--- src/rtl/namuru_time_base_multi_pkg.sv ---
// Shared constants for the multi-channel Namuru time base: default parameters,
// channel indices and the standard TIC/ACCUM divide values.
package namuru_time_base_multi_pkg;

  localparam int TB_DEF_CW           = 24;
  localparam int TB_DEF_NCH          = 2;
  localparam int TB_DEF_LEAD         = 1;
  localparam int TB_DEF_SDIV         = 5;
  localparam int TB_DEF_SPHASE       = 1;
  localparam bit TB_DEF_RUN_AT_RESET = 1'b1;

  localparam int TB_CH_TIC   = 0;
  localparam int TB_CH_ACCUM = 1;

  // 0.1 s and 0.5 ms periods at a 16.384 MHz sample clock
  localparam logic [23:0] TB_DIV_TIC   = 24'h18FFFF;
  localparam logic [23:0] TB_DIV_ACCUM = 24'h1FFF;

endpackage

--- src/rtl/namuru_tb_channel.sv ---
// One interval channel of the time base: down-counter with shadowed divide,
// run control and a LEAD-deep delay from pre_enable to enable.
module namuru_tb_channel #(
  parameter int CW           = 24,
  parameter int LEAD         = 1,
  parameter bit RUN_AT_RESET = 1'b1
) (
  input  logic          clk,
  input  logic          rst,
  input  logic [CW-1:0] divide,
  input  logic          divide_wr,
  input  logic          start,
  input  logic          stop,
  input  logic          one_shot,
  output logic          pre_enable,
  output logic          enable,
  output logic [CW-1:0] count,
  output logic          running
);

  logic [CW-1:0]   cnt;
  logic [CW-1:0]   act;
  logic [CW-1:0]   pnd;
  logic            pv;
  logic            run;
  logic            restart;
  logic            reload;
  logic [CW-1:0]   reload_val;
  logic [LEAD-1:0] lead_p;

  assign pre_enable = (cnt == '0) & run;
  assign restart    = start & ~stop;
  assign reload     = pre_enable | restart;
  assign count      = cnt;
  assign running    = run;
  assign enable     = lead_p[LEAD-1];

  // A write landing on the reload cycle bypasses the shadow register
  always_comb begin
    reload_val = act;
    if (divide_wr)
      reload_val = divide;
    else if (pv)
      reload_val = pnd;
  end

  always_ff @(posedge clk or posedge rst) begin
    if (rst) begin
      cnt <= '1;
      act <= '1;
      pv  <= 1'b0;
      run <= RUN_AT_RESET;
    end else begin
      if (reload) begin
        cnt <= reload_val;
        act <= reload_val;
        pv  <= 1'b0;
      end else begin
        if (divide_wr)
          pv <= 1'b1;
        if (run)
          cnt <= cnt - 1'b1;
      end
      if (stop)
        run <= 1'b0;
      else if (start)
        run <= 1'b1;
      else if (pre_enable && one_shot)
        run <= 1'b0;
    end
  end

  always_ff @(posedge clk) begin
    if (divide_wr && !reload)
      pnd <= divide;
  end

  // pre_enable -> enable delay line, drains normally after stop
  generate
    if (LEAD == 1) begin : g_lead1
      always_ff @(posedge clk or posedge rst) begin
        if (rst)
          lead_p <= '0;
        else
          lead_p <= pre_enable;
      end
    end else begin : g_leadn
      always_ff @(posedge clk or posedge rst) begin
        if (rst)
          lead_p <= '0;
        else
          lead_p <= {lead_p[LEAD-2:0], pre_enable};
      end
    end
  endgenerate

endmodule

--- src/rtl/namuru_time_base_multi.sv ---
// Multi-channel time base: NCH independent interval channels plus a free-running
// mod-SDIV sample-enable divider.
module namuru_time_base_multi
  import namuru_time_base_multi_pkg::*;
#(
  parameter int CW           = TB_DEF_CW,
  parameter int NCH          = TB_DEF_NCH,
  parameter int LEAD         = TB_DEF_LEAD,
  parameter int SDIV         = TB_DEF_SDIV,
  parameter int SPHASE       = TB_DEF_SPHASE,
  parameter bit RUN_AT_RESET = TB_DEF_RUN_AT_RESET
) (
  input  logic              clk,
  input  logic              rst,
  input  logic [NCH*CW-1:0] divide,
  input  logic [NCH-1:0]    divide_wr,
  input  logic [NCH-1:0]    start,
  input  logic [NCH-1:0]    stop,
  input  logic [NCH-1:0]    one_shot,
  output logic              sample_enable,
  output logic [NCH-1:0]    pre_enable,
  output logic [NCH-1:0]    enable,
  output logic [NCH*CW-1:0] count,
  output logic [NCH-1:0]    running
);

  localparam int SW = $clog2(SDIV);

  logic [SW-1:0] sample_cnt;

  assign sample_enable = (sample_cnt == SW'(SPHASE));

  always_ff @(posedge clk or posedge rst) begin
    if (rst)
      sample_cnt <= '0;
    else if (sample_cnt == SW'(SDIV - 1))
      sample_cnt <= '0;
    else
      sample_cnt <= sample_cnt + 1'b1;
  end

  generate
    for (genvar i = 0; i < NCH; i++) begin : g_ch
      namuru_tb_channel #(
        .CW           (CW),
        .LEAD         (LEAD),
        .RUN_AT_RESET (RUN_AT_RESET)
      ) u_ch (
        .clk        (clk),
        .rst        (rst),
        .divide     (divide[i*CW +: CW]),
        .divide_wr  (divide_wr[i]),
        .start      (start[i]),
        .stop       (stop[i]),
        .one_shot   (one_shot[i]),
        .pre_enable (pre_enable[i]),
        .enable     (enable[i]),
        .count      (count[i*CW +: CW]),
        .running    (running[i])
      );
    end
  endgenerate

endmodule

--- config.mk ---
export PLATFORM = sky130hd
export DESIGN_NAME = namuru_time_base_multi
export DESIGN_NICKNAME = d
export VERILOG_FILES = /design/src/rtl/namuru_time_base_multi_pkg.sv /design/src/rtl/namuru_tb_channel.sv /design/src/rtl/namuru_time_base_multi.sv
export SDC_FILE = /design/constraint.sdc
export NUM_CORES = 1
export LEC_CHECK = 0
export CORE_MARGIN = 2
export CORE_UTILIZATION = 48
export CTS_BUF_LIST = sky130_fd_sc_hd__clkbuf_4
export CTS_CLUSTER_DIAMETER = 50
export DETAILED_ROUTE_END_ITERATION = 16
export GPL_ROUTABILITY_DRIVEN = 0
export PLACE_DENSITY_LB_ADDON = 0.05
export SLEW_MARGIN = 25
export SYNTH_ARGS = -nofsm -noshare
export SYNTH_HDL_FRONTEND = slang
export SYNTH_HIERARCHICAL = 1
export SYNTH_SLANG_ARGS = --single-unit
export TNS_END_PERCENT = 100
--- constraint.sdc ---
create_clock -name clk -period 2.55 [get_ports clk]
set_input_delay 0.3825 -clock clk [delete_from_list [all_inputs] [get_ports clk]]
set_output_delay 0.3825 -clock clk [all_outputs]
set_load 0.02 [all_outputs]
==> out/results.tsv <==
metric	value	unit
outcome	finished with violations	
violations	negative setup slack	
viasPerCell	5.38	
cts_tree	built	
dpl.cell_count	963	
syn-cell-area	7370	µm²
final_core_util	60.4	%
drv_cap	0	
layout_setup_ws	-0.0321	ns
cp_num_cells	4	
wl_per_cell	16.7	µm
grt_pass1_wl	27.0	mm
ys_area	7370	µm²
grt_pass1_vias	5247	
mux_share	10.3	%
ios	113	
peakVddDrop	503	µV
pwr-share-clk	21.3	%
topCellsByArea	dfstp_2, edfxtp_1, mux2i_1, nand2_1, nor2_1	
ys_top_cells_by_count	dfstp_2, mux2i_1, nand2_1, nor2_1, a21oi_1	
powerComb	1900	µW
r2r-end	g_ch[0].u_ch/pnd[17]	
track_usage	21.3	%
power	6800	µW
clkTransAtPathRegs	0.13	ns
nets	860	
power_leader	registers	
drt_iter0_drc	337	
crit_chain	or4_4 -> or3b_4 -> nor3_4 -> buf_6	
cp-start-kind	flip-flop	
setup_viol	1	
cpPeakStageDelay	0.53	ns
simple_gate_share	13.8	%
## state kept, by name (all words and copies together), names as in the netlist
signal	cells
g_ch.u_ch/act	48
g_ch.u_ch/count	48
g_ch.u_ch/pnd	48
sample_cnt	3
g_ch.u_ch/enable	2
g_ch.u_ch/pv	2
g_ch.u_ch/running	2
## cell type report
type,count,area (µm²)
diodes,1,2.50
clock buffers,22,165
clock inverters,10,103
fillers,1294,5970
inverters,10,37.5
multi-input cells,467,2980
flip-flops and latches,153,4190
well taps,188,235
repair buffers,146,1410
## per-layer routing
layer  vias to the layer above  share of wire (%)  global-route usage, %
met2                       139                 47                   33.3
li1                       2600                  -                      -
met4                         0                1.5                   6.72
met3                        18                4.9                   5.38
met5                         -                  0                      0
met1                      2606                 47                   29.2
==> images/met1.png <==
(4 px per µm) Supply wires on this layer in grey. Cells faint in the background.
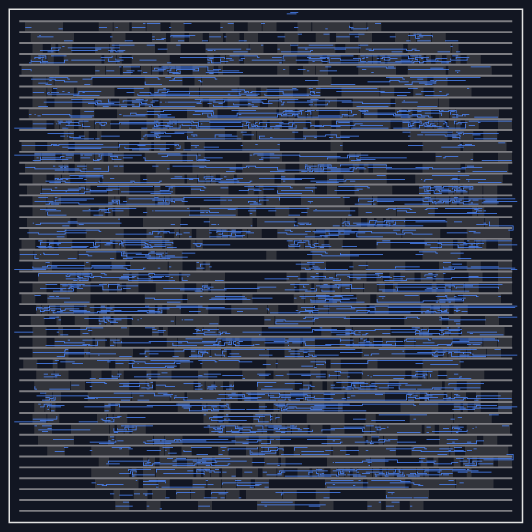
The wires run mostly horizontal. The layer carries 7820 µm of wire.

==> images/met2.png <==
(4 px per µm)
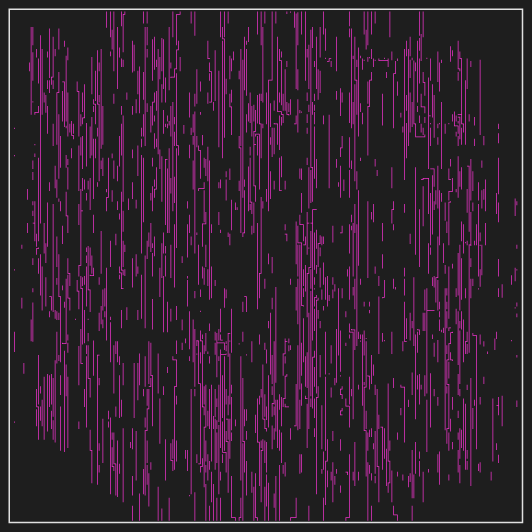
The layer carries 7750 µm of wire. The wires run mostly vertical.

Power is estimated from default activity; no workload was simulated.
